## config.mk

```make
export PLATFORM = sky130hd
export DESIGN_NAME = bmp_cmd_queue
export DESIGN_NICKNAME = d
export VERILOG_FILES = /design/src/rtl/bmp_pkg.sv /design/src/rtl/bmp_cmd_fifo.sv /design/src/rtl/bmp_cmd_queue.sv
export SDC_FILE = /design/constraint.sdc
export NUM_CORES = 1
export LEC_CHECK = 0
export CAP_MARGIN = 20
export CORE_ASPECT_RATIO = 1.75
export CORE_MARGIN = 3
export CORE_UTILIZATION = 46
export CTS_CLUSTER_DIAMETER = 40
export DETAILED_ROUTE_END_ITERATION = 16
export PLACE_DENSITY = 0.66
export SKIP_CTS_REPAIR_TIMING = 1
export SYNTH_ARGS = -nofsm -noshare
export SYNTH_HDL_FRONTEND = slang
export SYNTH_SLANG_ARGS = --single-unit
```

## constraint.sdc

```tcl
create_clock -name clk -period 11.99 [get_ports clk]
set_input_delay 2.398 -clock clk [delete_from_list [all_inputs] [get_ports clk]]
set_output_delay 2.398 -clock clk [all_outputs]
set_load 0.01 [all_outputs]
```

## src/rtl/bmp_pkg.sv

```systemverilog
// Shared definitions for the BMP command path: register window addresses,
// command field widths, the command word layout and status bit positions.
package bmp_pkg;

  localparam logic [15:0] BMP_XLOC_ADDR = 16'hC008;
  localparam logic [15:0] BMP_YLOC_ADDR = 16'hC009;
  localparam logic [15:0] BMP_CMD_ADDR  = 16'hC00A;
  localparam logic [15:0] BMP_STAT_ADDR = 16'hC00B;

  localparam int XW = 10;
  localparam int YW = 9;
  localparam int IW = 6;

  // One draw request as consumed by the display engine.
  typedef struct packed {
    logic [XW-1:0] xloc;
    logic [YW-1:0] yloc;
    logic [IW-1:0] img;
  } bmp_cmd_t;

  localparam int STAT_OVF_BIT   = 15;
  localparam int STAT_FULL_BIT  = 14;
  localparam int STAT_EMPTY_BIT = 13;

endpackage

```

## src/rtl/bmp_cmd_fifo.sv

```systemverilog
// First-word-fall-through command FIFO. The head entry is visible on dout_o
// whenever the FIFO is non-empty; a push into an empty FIFO shows up one
// cycle later (no bypass). Flush overrides push and pop.
module bmp_cmd_fifo
  import bmp_pkg::*;
#(
  parameter int DEPTH = 8,
  parameter int CNT_W = $clog2(DEPTH) + 1
) (
  input  logic             clk,
  input  logic             rst_n,
  input  logic             push_i,
  input  bmp_cmd_t         din_i,
  input  logic             pop_i,
  input  logic             flush_i,
  output bmp_cmd_t         dout_o,
  output logic             full_o,
  output logic             empty_o,
  output logic [CNT_W-1:0] count_o
);

  localparam int PW = $clog2(DEPTH);

  logic [PW-1:0]    wr_ptr_q, wr_ptr_d;
  logic [PW-1:0]    rd_ptr_q, rd_ptr_d;
  logic [CNT_W-1:0] count_q, count_d;
  bmp_cmd_t         mem_q [DEPTH];
  logic             do_push, do_pop;

  assign empty_o = (count_q == '0);
  assign full_o  = (count_q == CNT_W'(DEPTH));
  assign count_o = count_q;
  // Hold the outputs at zero while nothing is valid so reset shows all-zero.
  assign dout_o  = empty_o ? '0 : mem_q[rd_ptr_q];

  // Next pointers/count; a push while full is only taken if a pop frees a slot.
  always_comb begin
    do_pop   = pop_i & ~empty_o;
    do_push  = push_i & (~full_o | do_pop);
    wr_ptr_d = wr_ptr_q;
    rd_ptr_d = rd_ptr_q;
    count_d  = count_q;
    if (flush_i) begin
      wr_ptr_d = '0;
      rd_ptr_d = '0;
      count_d  = '0;
    end else begin
      if (do_push) wr_ptr_d = wr_ptr_q + PW'(1);
      if (do_pop)  rd_ptr_d = rd_ptr_q + PW'(1);
      count_d = count_q + CNT_W'(do_push) - CNT_W'(do_pop);
    end
  end

  // Pointer and occupancy registers.
  always_ff @(posedge clk or negedge rst_n) begin
    if (!rst_n) begin
      wr_ptr_q <= '0;
      rd_ptr_q <= '0;
      count_q  <= '0;
    end else begin
      wr_ptr_q <= wr_ptr_d;
      rd_ptr_q <= rd_ptr_d;
      count_q  <= count_d;
    end
  end

  // Entry storage; contents are only meaningful between the pointers.
  always_ff @(posedge clk) begin
    if (do_push && !flush_i) mem_q[wr_ptr_q] <= din_i;
  end

endmodule

```

## src/rtl/bmp_cmd_queue.sv

```systemverilog
// CPU-facing front end for the BMP display engine: decodes the 0xC008-0xC00B
// window, stages X/Y, queues one command per 0xC00A write and exposes a
// status/control register at 0xC00B.
module bmp_cmd_queue
  import bmp_pkg::*;
#(
  parameter int DEPTH = 8,
  parameter int CNT_W = $clog2(DEPTH) + 1
) (
  input  logic        clk,
  input  logic        rst_n,
  input  logic        mm_we,
  input  logic        mm_re,
  input  logic [15:0] addr,
  input  logic [15:0] wdata,
  output logic [15:0] rdata,
  output logic        rd_hit,
  output logic        cmd_valid,
  input  logic        cmd_ready,
  output logic [9:0]  cmd_xloc,
  output logic [8:0]  cmd_yloc,
  output logic [5:0]  cmd_img
);

  logic [XW-1:0]    xloc_stg_q;
  logic [YW-1:0]    yloc_stg_q;
  logic             overflow_q, overflow_d;
  logic             xloc_we, yloc_we, cmd_push, flush, pop, drop;
  bmp_cmd_t         fifo_din, fifo_dout;
  logic             fifo_full, fifo_empty;
  logic [CNT_W-1:0] fifo_count;
  logic             unused_wdata;

  assign xloc_we  = mm_we & (addr == BMP_XLOC_ADDR);
  assign yloc_we  = mm_we & (addr == BMP_YLOC_ADDR);
  assign cmd_push = mm_we & (addr == BMP_CMD_ADDR);
  assign flush    = mm_we & (addr == BMP_STAT_ADDR) & wdata[0];
  assign rd_hit   = mm_re & (addr == BMP_STAT_ADDR);
  assign pop      = cmd_valid & cmd_ready;
  assign drop     = cmd_push & fifo_full & ~pop;

  assign fifo_din     = {xloc_stg_q, yloc_stg_q, wdata[IW-1:0]};
  assign unused_wdata = ^wdata[15:XW];

  bmp_cmd_fifo #(
    .DEPTH (DEPTH),
    .CNT_W (CNT_W)
  ) u_fifo (
    .clk     (clk),
    .rst_n   (rst_n),
    .push_i  (cmd_push),
    .din_i   (fifo_din),
    .pop_i   (pop),
    .flush_i (flush),
    .dout_o  (fifo_dout),
    .full_o  (fifo_full),
    .empty_o (fifo_empty),
    .count_o (fifo_count)
  );

  assign cmd_valid = ~fifo_empty;
  assign cmd_xloc  = fifo_dout.xloc;
  assign cmd_yloc  = fifo_dout.yloc;
  assign cmd_img   = fifo_dout.img;

  // X/Y staging; values persist so repeated pushes reuse the last position.
  always_ff @(posedge clk or negedge rst_n) begin
    if (!rst_n) begin
      xloc_stg_q <= '0;
      yloc_stg_q <= '0;
    end else begin
      if (xloc_we) xloc_stg_q <= wdata[XW-1:0];
      if (yloc_we) yloc_stg_q <= wdata[YW-1:0];
    end
  end

  // Sticky overflow: a dropped push beats the read-to-clear in the same cycle.
  always_comb begin
    overflow_d = overflow_q;
    if (flush)       overflow_d = 1'b0;
    else if (drop)   overflow_d = 1'b1;
    else if (rd_hit) overflow_d = 1'b0;
  end

  // Overflow flag register.
  always_ff @(posedge clk or negedge rst_n) begin
    if (!rst_n) overflow_q <= 1'b0;
    else        overflow_q <= overflow_d;
  end

  // Status read mux; zero unless the status address is being read.
  always_comb begin
    rdata = '0;
    if (rd_hit) begin
      rdata[STAT_OVF_BIT]   = overflow_q;
      rdata[STAT_FULL_BIT]  = fifo_full;
      rdata[STAT_EMPTY_BIT] = fifo_empty;
      rdata[CNT_W-1:0]      = fifo_count;
    end
  end

endmodule

```

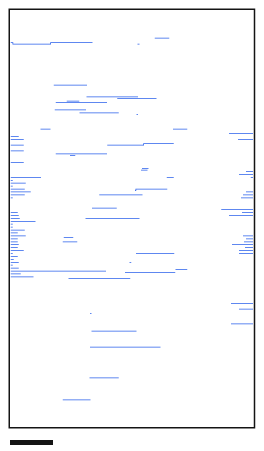
run_1/met3.png
The bar under the picture is 20 µm long.
main direction	horizontal
longest straight run	43.9 µm
nets with wire on the layer	72
wire length on this layer	807 µm
total via count in the routed design: 4508
grt met3 use: 2.34%

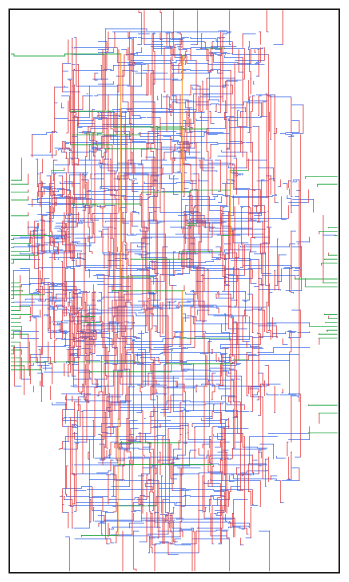
run_1/metal_stack.png
color	layer	wire length
blue	met1	7030 µm
red	met2	9990 µm
green	met3	807 µm
orange	met4	257 µm

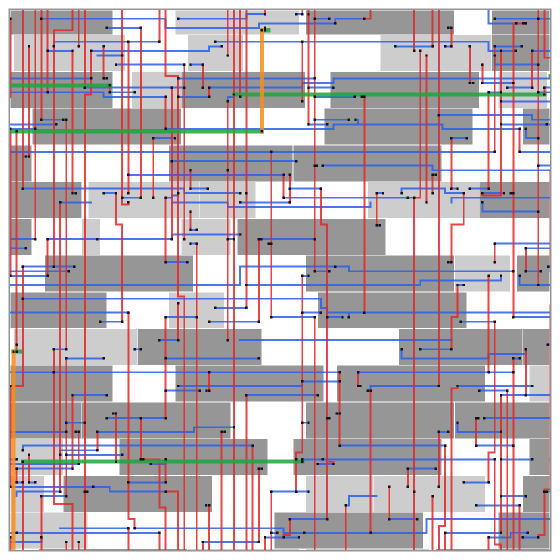
run_1/zoom.png
Window x 37 to 77, y 38 to 78 µm. Cells in gray, sequential cells in the stronger gray; small squares are vias.
color	layer
red	met2
blue	met1
orange	met4
green	met3
netlist names of flops here include	u_fifo.mem_q (22), xloc_stg_q (3)
cells with their middle in the window	44
most frequent	edfxtp_1 (22), mux4_2 (6), dfrtp_1 (4)
sequential cells in the window	26

==> COMMIT_EDITMSG, run 1 <==
Add synthesis and place-and-route results

* Result of the run: complete, no violations
- In this run, the synthesized area fraction spent on xor and xnor cells is recorded as 0.378%.
- Required @ worst endpoint: 9.59 ns
- In this run the cell area of the synthesized design comes to 9260 µm².
* Multi-input gate area in the final layout: 2340 µm²
* Worst path cell trace: clkdlybuf4s50_1 -> nor3b_1 -> nand4_1 -> nor2_1 -> and2_1 -> clkdlybuf4s50_1
- Clock input transition at the sequential cells of the worst setup and hold paths: 0.07 ns
- Post-route design area: 10800 µm²
- Subtracting the final worst setup slack from the clock period gives 7.02 ns.
* Clock root cell: sky130_fd_sc_hd__clkbuf_16
- In the final layout, multi-input gates take up 21.8% of the cell area.
* Min Hold Slack: 0.519 ns
- For this run, the top clock speed supported by timing is 142 MHz.
- The registers reported with the highest flop counts are u_fifo.mem_q: 200 flops, xloc_stg_q: 10 flops, yloc_stg_q: 9 flops.
- Number of placement rows: 68
- For this floorplan the total number of well-tap instances is 245.
- In the per-layer summary, the met1 wirelength comes to 7.03 mm.
- The script computed a power per unit cell area of 172 nW/µm².
- Counting stages on the worst path, the most repeated cell is sky130_fd_sc_hd__clkdlybuf4s50_1.
- Power dissipated by switching net loads: 475 µW
* First-pass GRT wire length: 28.7 mm
- Per the synthesis report, the dominant area consumer among library cells is sky130_fd_sc_hd__edfxtp_1.
- Cells fill 54.5% of the core in the end.
* FF+latch area: 6760 µm²
- Setup repair after global routing left no endpoint under its margin.
- Overall Power: 1.85 mW
* Actual slew at the worst max-slew pin: 0.974 ns
- Finished Layout Cells: 798
- Across the VDD grid, the largest voltage drop is 0.131 mV.
* Filler cell count in the final layout: 1559
- # port buffers: 64
* Maximum Capacitance Violations: 0
* Final clock period utilization by the worst path: 58.6%
- Largest stage delay on the critical path: 0.56 ns
- Setup violations, final: 0
* Sequential cell fraction of total power: 50.2%
- Cells after synthesis: 470
- Grt met1 use: 21.6%
- In this run the biggest area consumer among cell types represents 64.9% of the synthesized area.
- Adder-Cell Fraction of Synth Area: 1.30%
- Cell class with the largest area share: registers
* Worst-path fanout max: 12
- The synthesis log from Yosys contains 0 warnings.
- Kind of end point of the critical path: primary output
- Slew headroom: 35.1%
* Complex Gates by Area: 0.798%
* Pleak: 4.11 nW
- Routing resource usage on met2 recorded by global route was 30.7%.
- Largest Pwr Group: sequential cells
- According to the report, the first pass of detailed routing completed in 5 iterations.
- The stat command in Yosys gives a chip area of 9260 µm².
- Via density per instance: 5.65
- Non-clock inverters in the final layout number 9.
- Setup WS pre-CTS: 4.95 ns
- The layout summary lists the proportion of cells stronger than drive strength 1 as 22.1%.
- Met2 wire len: 9.99 mm
- Post-route DRC: 0
* Final net count: 587
* Area enclosed by the die boundary: 21900 µm²
* Min setup slack post-route: 4.97 ns
* Synth-to-Final Area Change: 16.2%
* CTS H-tree lvls: 1
* Switching Share: 25.7%
- Share of final layout cell area taken by non-clock buffers: 6.98%
* Uppermost layer routed: met4
- Total clock network power: 561 µW
- The sequential power reported by the tool is 929 µW.
- Clock power frac: 30.3%
* Met3 WL: 806 µm
- The core region is 19700 µm².
- Placed wire-length estimate: 10.7 mm
- Routed length per placed instance: 22.7 µm
* Remaining antenna violation count after routing: 0
- Worst-Skew Late Latency: 0.48 ns
* Slowest cell on the critical path: sky130_fd_sc_hd__clkdlybuf4s50_1
- WL final: 18.1 mm
* Post-synthesis sequential area ratio: 73.0%
- In this run, placement finished with an instance count of 764.
* TritonCTS sink count: 230
* Combinational Power: 361 µW
* Path type of the worst min-delay path: reg -> reg
* Deepest clock path buffer count: 3
- In the final layout, the clock buffer count is 27.
- Non-clock buffer total of the final layout: 76
- Counting only logic cells after layout, the most numerous master is sky130_fd_sc_hd__edfxtp_1.
- Most flops, register: u_fifo.mem_q
- The final hold violation count recorded for this run is 0.
* Number of standard cells reported by yosys: 470
* Chip Width: 113 µm
* Combinational fraction of design power: 19.5%
* Endpoint arrival time on the critical path: 4.62 ns
* Number of warnings in the stage logs: 33
- STA classifies the critical path startpoint as an input pin.
* Vias in the first global route: 4920
- Simple-gate area share of the yosys netlist: 4.69%
- In the setup report, the worst path falls into the class in -> out.
* Antenna violations before repair: 0
* Number of distinct library cells after synthesis: 45
- CTS added clock buffers totalling 19.
- Count of boundary I/O pins: 80
- Of the combinational cells, the family taking the most area is multiplexers.
* Clock buffers and inverters, area share: 5.17%
- Entering global routing, the biggest net connects 53 pins.
- Max-slew check failures listed in the final report amount to 0.
[run 1: worst register-to-register path: stages (launching register included)]
cell	delay [ns]
sky130_fd_sc_hd__dfrtp_1	0.36
sky130_fd_sc_hd__inv_1	0.12
sky130_fd_sc_hd__ha_1	0.18
sky130_fd_sc_hd__and3_1	0.14
sky130_fd_sc_hd__buf_4	0.34
sky130_fd_sc_hd__inv_2	0.11
sky130_fd_sc_hd__and2_1	0.23
sky130_fd_sc_hd__ha_1	0.29
sky130_fd_sc_hd__inv_1	0.04
sky130_fd_sc_hd__ha_1	0.21
sky130_fd_sc_hd__fa_1	0.42
sky130_fd_sc_hd__xnor2_1	0.17
sky130_fd_sc_hd__nor2_1	0.07
[run 1: cell usage after synthesis, drive strengths merged]
library cell,n
buf,24
nor2,34
conb,1
o21ai,2
nor3,6
mux4,50
fa,1
mux2i,26
o41ai,1
a22o,1
ha,8
and2,3
a211oi,1
mux2,20
and4bb,1
nor4b,4
xor2,1
nand4,2
nand2b,2
and4,1
xnor2,3
nor3b,3
and3,2
o21bai,1
nor2b,4
edfxtp,200
and4b,3
a21oi,3
a2bb2oi,1
inv,9
clkbuf,10
nand3,4
nand2,5
nor4,2
dfrtp,30
a21o,1
[run 1: final timing paths]
check / slack [ns] / endpoint / start / cells past startpoint
min reg2reg: 0.52 / overflow_q / overflow_q / 2
min in group asynchronous: 2.34 / u_fifo.count_o[3] / rst_n / 2
max reg2reg: 9.17 / u_fifo.count_o[2] / u_fifo.count_o[2] / 12
max in group asynchronous: 9.30 / u_fifo.rd_ptr_q[0] / rst_n / 2
min: 0.52 / overflow_q / overflow_q / 2
max: 4.97 / rdata[14] / addr[1] / 6
run_1/clock_map.png
The bar under the picture is 20 µm long.
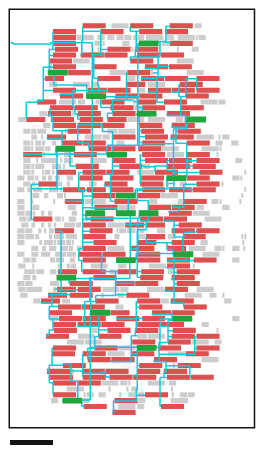

==> inputs of run 2 (changes only) <==
- clock period: 11.99 -> 7.37 ns (I/O delays scaled with it)
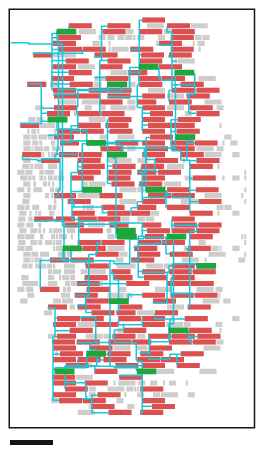
run_2/clock_map.png
The bar under the picture is 20 µm long.
[cyan] clock wires | length: 2400 µm
[green] cells driving clock nets | count: 20
[red] flip-flops | count: 230
routed clock nets	21
final worst clock skew: 0.0129 ns
total clock network power: 1.06 mW
Worst-Skew Late Latency: 0.49 ns
Clock power frac: 33.5%

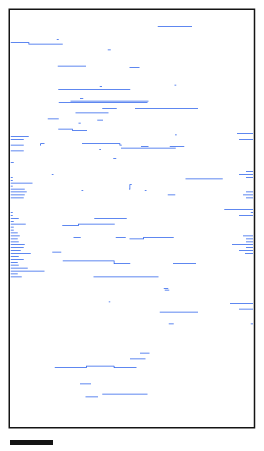
run_2/met3.png
The bar under the picture is 20 µm long.
main direction	horizontal
wire length on this layer	843 µm
longest straight run	40.9 µm
share of all routed wire	4.6%
nets with wire on the layer	82
WL final: 18.4 mm
total via count in the routed design: 4487
grt met3 use: 2.19%

==> run 2 against run 1 <==
  * Cell area grew 1.1%
  * Critical path depth unchanged
  * Core utilization is 0.58 points higher
  * Flip-flop count did not move
  * Register-to-register slack worse by 4.6 ns
  * Clock skew up 0.0022 ns
  * Non-clock buffer count stayed put
  * Routed wire length grew 1.5%
  * Global-route usage grew 0.12 points
  * Cell count is 0.38% higher
  * Synthesized cell count is the same
  * Clock power increased by 89%
  * Critical path type unchanged
==> COMMIT_EDITMSG, run 2 <==
Add synthesis and place-and-route results

- The flow ran to the end, and the final reports show no timing, DRC or antenna violations.
- Top area cell types: sky130_fd_sc_hd__edfxtp_1 65%, sky130_fd_sc_hd__mux4_2 12%, sky130_fd_sc_hd__dfrtp_1 8.1%
- The number of synthesized flops with an enable pin came to 200 (unchanged).
* Count of TritonRoute iterations in the first routing pass: 4 (-1)
- Prevailing post-synth register cell: sky130_fd_sc_hd__edfxtp_1
- The I/O pin total came to 80 (unchanged).
* Setup WS pre-CTS: 2.19 ns (-2.77 ns)
* Post-route DRC: 0 (unchanged)
- Required @ worst endpoint: 5.90 ns (-3.69 ns)
* Endpoint arrival time on the critical path: 3.70 ns (-0.92 ns)
- STA reports the tightest min-delay check as being of type reg -> reg.
* PwrDens: 291 nW/µm² (+69%)
- Multi-input gate area in the final layout: 2340 µm² (unchanged)
- Clock tree synthesis selected as its root buffer the cell sky130_fd_sc_hd__clkbuf_16.
* FF+latch area: 6760 µm² (unchanged)
- The most numerous cell type found on the critical path is sky130_fd_sc_hd__clkdlybuf4s50_1.
- In the finished design, the share of the clock period the worst path needs comes to 70.2%.
- The maximum number of pins on one net before global-route repair is 53 (unchanged).
- The flow reports an fmax of 193 MHz.
* CTS H-tree lvls: 1 (unchanged)
* Clock input transition at the sequential cells of the worst setup and hold paths: 0.06 ns (about the same)
- The total setup violations reported at the end of the flow was 0 (unchanged).
- Worst path cell trace: clkdlybuf4s50_1 -> nor3b_1 -> nand4_1 -> nor2_1 -> and2_1 -> clkdlybuf4s50_1
* Xor and xnor fraction of the mapped netlist area: 0.378% (unchanged)
* Type of the setup path with the least slack: in -> out
- The first-pass GRT wire length came to 28.4 mm (-0.91%).
- The initial antenna violation count is 0 (unchanged).
- Power dissipated by switching net loads: 804 µW (+69%)
- Largest stage delay on the critical path: 0.58 ns (+0.02 ns)
- Final count of hold timing violations: 0 (unchanged)
- The total cell area reported by yosys after synthesis is 9260 µm² (unchanged).
- Cells after synthesis: 470 (unchanged)
- Number of placement rows: 68 (unchanged)
- Synth-to-Final Area Change: 17.4%
- The synthesis run identifies the leading combinational cell family as multiplexers.
* Hold path startpoint: overflow_q
- Pleak: 4.17 nW (+1.4%)
- R2r startpoint: u_fifo.count_o[2]
- The worst IR drop on VDD was 0.211 mV (+61%).
- Complex Gates by Area: 0.798% (unchanged)
- The count of buffers from port buffering came to 64 (unchanged).
- Post-synthesis sequential area ratio: 73.0% (unchanged)
- Count of placed standard cells including taps: 764 (unchanged)
- The share of flip-flops with an asynchronous set or reset is 13.0% (unchanged).
* Deepest clock path buffer count: 3 (unchanged)
* Number of DRC violations after detailed-routing iteration 0: 169
- Overall Power: 3.16 mW (+71%)
* Combinational fraction of design power: 19.9% (+0.4 points)
* Total stage count of the critical path: 6 (unchanged)
- The fraction of the mapped netlist area in simple logic gates was 4.69% (unchanged).
- Ratio of cells with drive above 1 in the final layout: 22.8% (+0.78 points)
- Share of the synthesized area in the top cell type: 64.9% (unchanged)
- The critical path starts at addr[1].
* Unrepaired setup endpoints after global routing: false
* GR Util met2: 31.5% (+0.81 points)
- Area enclosed by the die boundary: 21900 µm² (unchanged)
- Commonest cells in the synthesized netlist: 200 x sky130_fd_sc_hd__edfxtp_1, 50 x sky130_fd_sc_hd__mux4_2, 34 x sky130_fd_sc_hd__nor2_1
* CTS tree: done
- Counting flops per register, the top entry is u_fifo.mem_q.
- Remaining antenna violation count after routing: 0 (unchanged)
- The non-filler instance count after layout was 801 (+0.38%).
* Post-layout util: 55.0% (+0.58 points)
- The count of fill cells added during filler insertion is 1537 (-1.4%).
- Post-synth top area cell: sky130_fd_sc_hd__edfxtp_1
- Final tally of max-slew violations: 0 (unchanged)
- The number of clock buffers inserted by TritonCTS is 20 (+1).
- The cell area after technology mapping came to 9260 µm² (unchanged).
- Number of synthesis warnings: 0 (unchanged)
* Vias in the first global route: 4889 (-0.63%)
- Grt met1 use: 20.4% (-1.2 points)
- FF-to-FF End: u_fifo.count_o[2]
* R2r setup slk: 4.57 ns (-4.60 ns)
* TritonCTS sink count: 230 (unchanged)
* Yosys top cell by instances: sky130_fd_sc_hd__edfxtp_1
- Worst R2R Path Depth: 12 (unchanged)
- Maximum Capacitance Violations: 0 (unchanged)
- The largest registers in the layout are u_fifo.mem_q: 200 flops, xloc_stg_q: 10 flops, yloc_stg_q: 9 flops.
- Final net count: 588 (+0.17%)
* Min cycle time layout: 5.17 ns
- The number of vias per cell came to 5.60 (-0.84%).
- The switching share of total power is 25.4% (-0.24 points).
- Sequential cell fraction of total power: 46.5% (-3.7 points)
- The worst setup path is launched from an input pin.
- Number of standard cells reported by yosys: 470 (unchanged)
- Setup total negative slack: 0 ns
* Number of distinct library cells after synthesis: 45 (unchanged)
- Chip Width: 113 µm (unchanged)
- Number of warnings in the stage logs: 33 (unchanged)
* Kind of end point of the critical path: primary output
* Min Hold Slack: 0.522 ns (+0.00310 ns)
* Min setup slack post-route: 2.20 ns (-2.77 ns)
* Placed wire-length estimate: 10.9 mm (+1.2%)
* Worst-path fanout max: 12 (unchanged)
- Slowest cell on the critical path: sky130_fd_sc_hd__clkdlybuf4s50_1
* Placeable core area: 19700 µm² (unchanged)
- Among logic cells in the layout, the one with the most instances is sky130_fd_sc_hd__edfxtp_1.
- Routed length per placed instance: 22.9 µm (+1.2%)
==> run 2: layout make-up <==
| cell class | count | share of cell area (%) |
|---|---|---|
| clock buffer | 28 | 5.26 |
| clock inverter | 8 | 0.898 |
| inverter | 9 | 0.311 |
| multi-input combinational | 205 | 21.6 |
| sequential | 230 | 62.2 |
| tap | 245 | 2.82 |
| timing repair buffer | 76 | 6.91 |
==> run 2: worst min path at each step <==
stage,to,slack [ns],cells after the start
floorplan,overflow_q,0.46,2
global placement,overflow_q,0.51,2
detailed placement,overflow_q,0.50,2
CTS,overflow_q,0.52,2
global route,overflow_q,0.57,2
finish,overflow_q,0.52,2
==> run 2: kinds of logic (layout without fill, tap and decap cells) <==
group | after synthesis | after routing
flip-flops | 230 | 230
AND-OR/OR-AND | 11 | 11
multiplexers | 96 | 96
AND/OR/NAND/NOR | 76 | 76
XOR/XNOR | 4 | 4
buffers and inverters | 43 | 121
other | 1 | 9
adder cells (fa/ha/maj) | 9 | 9
==> run 2: power groups by stage <==
stage	Combinational, mW	Sequential [mW]	Clock [mW]
after floorplan	0.475	1.46	0
after detailed placement	0.555	1.57	0
final	0.630	1.47	1.06
after global placement	0.541	1.57	0
after CTS	0.556	1.55	1.08
after global routing	0.688	1.48	1.13
==> run 2: per-layer routing <==
| metal | vias to the layer above | routed length, µm | part of all wire [%] |
|---|---|---|---|
| met4 | 0 | 518 | 2.8 |
| met2 | 142 | 10100 | 55 |
| met3 | 35 | 843 | 4.6 |
| li1 | 1990 | - | - |
| met5 | - | 0 | 0 |
| met1 | 2320 | 6860 | 37 |
==> run 2: tightest hold or removal path, cell delays in order (launching register included) <==
cell	delay, ns
sky130_fd_sc_hd__dfrtp_1	0.34
sky130_fd_sc_hd__o21ai_0	0.07
sky130_fd_sc_hd__o21ai_0	0.07
run_2/final_placement.png
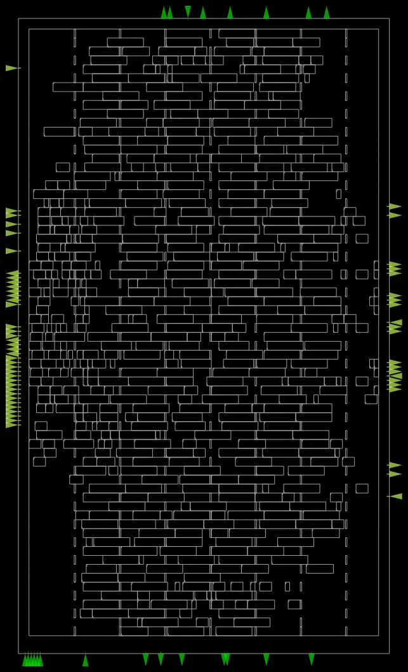

==> inputs of run 3 (changes only) <==
- PLACE_DENSITY: 0.66 -> 0.68
- clock period: 7.37 -> 4.3 ns (I/O delays scaled with it)
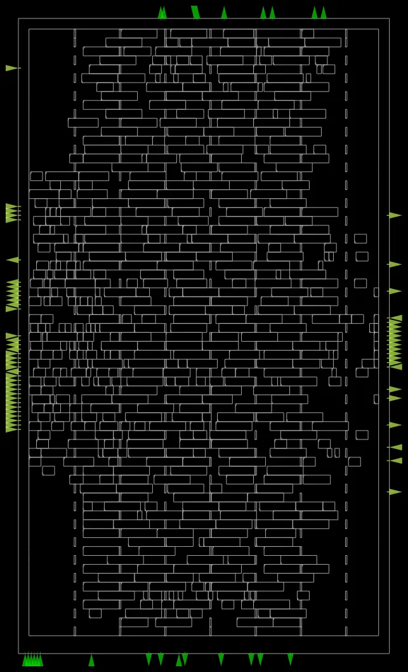
run_3/final_placement.png
Finished Layout Cells: 806
number of placement rows: 68
tap cells: 245
post-layout util: 55.3%

==> run 3 against run 2 <==
  * Register-to-register slack lost 3.1 ns
  * Combinational power grew 62%
  * Synthesized cell count is the same
  * Sequential power grew 75%
  * Worst hold slack gained 0.0045 ns
  * Cell count grew 0.62%
  * Critical path type is now reg -> out
  * Largest power group unchanged
==> COMMIT_EDITMSG, run 3 <==
Add synthesis and place-and-route results

- Path type of the worst min-delay path: reg -> reg
* Share of the synthesized area in the top cell type: 64.9% (unchanged)
- Overall Power: 5.40 mW (+71%)
- The residual antenna-violating net count after detailed routing came to 0 (unchanged).
- Setup repair after global routing left no endpoint under its margin.
- TritonCTS built the clock tree.
- The via count of the first global-routing pass came to 4911 (+0.45%).
- The initial antenna violation count is 0 (unchanged).
- Commonest cells in the synthesized netlist: 200 x sky130_fd_sc_hd__edfxtp_1, 50 x sky130_fd_sc_hd__mux4_2, 34 x sky130_fd_sc_hd__nor2_1
- The final HPWL from detailed placement is 10.8 mm (-0.10%).
* TritonCTS Buffers: 21 (+5.0%)
- Complex Gates by Area: 0.798% (unchanged)
- Final count of hold timing violations: 0 (unchanged)
* Count of flip-flops with a built-in enable after synthesis: 200 (unchanged)
- The post-route met1 wirelength came to 6.96 mm (+1.5%).
* Number of synthesis warnings: 0 (unchanged)
- Placeable core area: 19700 µm² (unchanged)
- The count of buffers from port buffering came to 64 (unchanged).
- The area of the chip is 21900 µm² (unchanged).
- Number of distinct library cells after synthesis: 45 (unchanged)
- The maximum level of the CTS H-tree came to 1 (unchanged).
- Deepest clock path buffer count: 3 (unchanged)
- The met2 wire length came to 9.78 mm (-3.7%).
- Met3 WL: 959 µm (+14%)
* Top area cell types: sky130_fd_sc_hd__edfxtp_1 65%, sky130_fd_sc_hd__mux4_2 12%, sky130_fd_sc_hd__dfrtp_1 8.1%
* Final tally of max-slew violations: 0 (unchanged)
* Number of warnings in the stage logs: 34 (+3.0%)
- In this build the clock could be raised as far as 263 MHz.
* Register bit count reported by yosys: 230
- Uppermost layer routed: met4
- TritonCTS sink count: 230 (unchanged)
- The fraction of the mapped netlist area in simple logic gates came to 4.69% (unchanged).
- Worst-path fanout max: 28 (+16)
- Routed length per placed instance: 22.8 µm (-0.73%)
- Pin count of the biggest net entering global routing: 31 (-42%)
- Grouping non-sequential cells by family puts the most area in multiplexers.
* Min setup slack post-route: 0.497 ns (-1.70 ns)
- Worst path cell trace: buf_12 -> mux4_2 -> mux2i_1 -> nor2_1 -> clkdlybuf4s50_1
* Startpoint types: register
- Ranking logic cells in the layout by count gives the top entries 200 x sky130_fd_sc_hd__edfxtp_1, 64 x sky130_fd_sc_hd__clkdlybuf4s50_1, 50 x sky130_fd_sc_hd__mux4_2, 33 x sky130_fd_sc_hd__nor2_1, 28 x sky130_fd_sc_hd__dfrtp_1.
- The post-synthesis sequential area ratio came to 73.0% (unchanged).
- Final net count: 593 (+0.85%)
* Clock root cell: sky130_fd_sc_hd__clkbuf_16
* Xor and xnor fraction of the mapped netlist area: 0.378% (unchanged)
* Number of DRC violations after detailed-routing iteration 0: 277 (+64%)
- Count of boundary I/O pins: 80 (unchanged)
- First-pass GRT wire length: 28.3 mm (-0.39%)
- The fraction of final layout cells with drive strength greater than 1 is 23.0% (+0.15 points).
- The static power due to leakage was 4.19 nW (+0.44%).
- The worst IR drop on VDD was 0.414 mV (+96%).
- The flow ran to the end, and the final reports show no timing, DRC or antenna violations.
* Setup violations, final: 0 (unchanged)
- The overall die width came to 113 µm (unchanged).
* Post-synth top area cell: sky130_fd_sc_hd__edfxtp_1
* Setup total negative slack: 0 ns (unchanged)
- The first-pass iteration count of the detailed router is 4 (unchanged).
- The library cell used most frequently in the layout, excluding fill and tap cells, is sky130_fd_sc_hd__edfxtp_1.
- FFs w/ async S/R, synth: 13.0% (unchanged)
* Type of the setup path with the least slack: reg -> out
- Endpoint arrival time on the critical path: 2.94 ns (-0.76 ns)
- Slowest cell on the critical path: sky130_fd_sc_hd__dfrtp_4
- The largest stage delay on the critical path is 0.76 ns (+0.18 ns).
* PwrDens: 494 nW/µm² (+70%)
- Per the synth stats, the flop cell with the highest instance count is sky130_fd_sc_hd__edfxtp_1.
- The number of vias per cell was 5.63 (+0.46%).
* Post-route DRC: 0 (unchanged)
* Synth-to-Final Area Change: 18.0%
- Kind of end point of the critical path: primary output
- Netlist area before placement: 9260 µm² (unchanged)
- Count of placed standard cells including taps: 769 (+0.65%)
- Setup WS pre-CTS: 0.592 ns (-1.59 ns)
- The final-layout worst hold slack came to 0.527 ns (+0.00447 ns).
* Synthesis area per yosys: 9260 µm² (unchanged)
* Biggest registers after layout: u_fifo.mem_q: 200 flops, xloc_stg_q: 10 flops, yloc_stg_q: 9 flops
- Maximum Capacitance Violations: 0 (unchanged)
* Yosys top cell by instances: sky130_fd_sc_hd__edfxtp_1
- The gate count of the mapped netlist was 470 (unchanged).
- The worst path required time is 3.44 ns (-2.46 ns).
* Most flops, register: u_fifo.mem_q
* Worst-Skew Late Latency: 0.49 ns (about the same)
- The final timing summary puts the cycle share of the worst path at 88.4%.
- The count of fill cells added during filler insertion is 1522 (-0.98%).
- The worst path needs 3.80 ns of the cycle, external delays included.
* Total via count in the routed design: 4536 (+1.1%)
- N_diodes: 0
- The yosys stat cell total is 470 (unchanged).
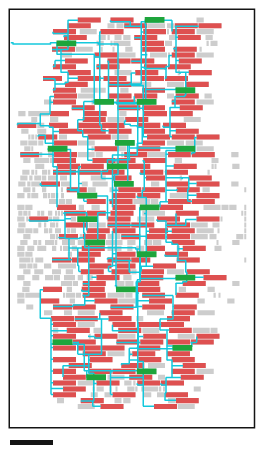
run_3/clock_map.png
The bar under the picture is 20 µm long.
[green] cells driving clock nets | count: 21
[cyan] clock wires | length: 2450 µm
[red] flip-flops | count: 230
routed clock nets	22
Clock power frac: 33.4%
final worst clock skew: 0.00917 ns
total clock network power: 1.80 mW

==> run 3: logic make-up after synthesis <==
kind of cell    after synthesis
xor+xnor                      4
mux                          96
flops                       230
other cells                   1
compound gates               11
buf+inv                      43
fa+ha+maj                     9
simple gates                 76
==> run 3: metal layers <==
layer  global-route usage [%]  vias up
met1                     21.4     2344
met2                     29.7      146
met4                     6.46        0
met3                     2.25       43
li1                         -     2003
met5                        0        -
==> run 3: area by class of cell <==
| cell class | count | area (µm²) | area share, % |
|---|---|---|---|
| Clock buffer | 28 | 583 | 5.34 |
| Multi-Input combinational cell | 205 | 2350 | 21.5 |
| Clock inverter | 9 | 82.6 | 0.756 |
| Tap cell | 245 | 307 | 2.81 |
| Sequential cell | 230 | 6760 | 61.9 |
| Inverter | 9 | 33.8 | 0.309 |
| Timing Repair Buffer | 80 | 806 | 7.38 |
==> run 3: path summary, 6_finish.rpt <==
| kind | start | end | slack, ns | cells past startpoint |
|---|---|---|---|---|
| min reg2reg | overflow_q | overflow_q | 0.53 | 2 |
| max reg2reg | u_fifo.count_o[2] | u_fifo.count_o[2] | 1.48 | 11 |
| max in group asynchronous | rst_n | xloc_stg_q[1] | 2.87 | 3 |
| min | overflow_q | overflow_q | 0.53 | 2 |
| max | u_fifo.rd_ptr_q[0] | cmd_xloc[7] | 0.50 | 5 |
| min in group asynchronous | rst_n | u_fifo.count_o[2] | 0.74 | 1 |
==> run 3: power breakdown <==
group | total, mW | switching, mW | internal [mW]
Combinational | 1.02 | 0.476 | 0.549
Sequential | 2.57 | 0.134 | 2.44
Clock | 1.80 | 0.779 | 1.02
Total | 5.40 | 1.39 | 4.01
Power is estimated from default activity; no workload was simulated.
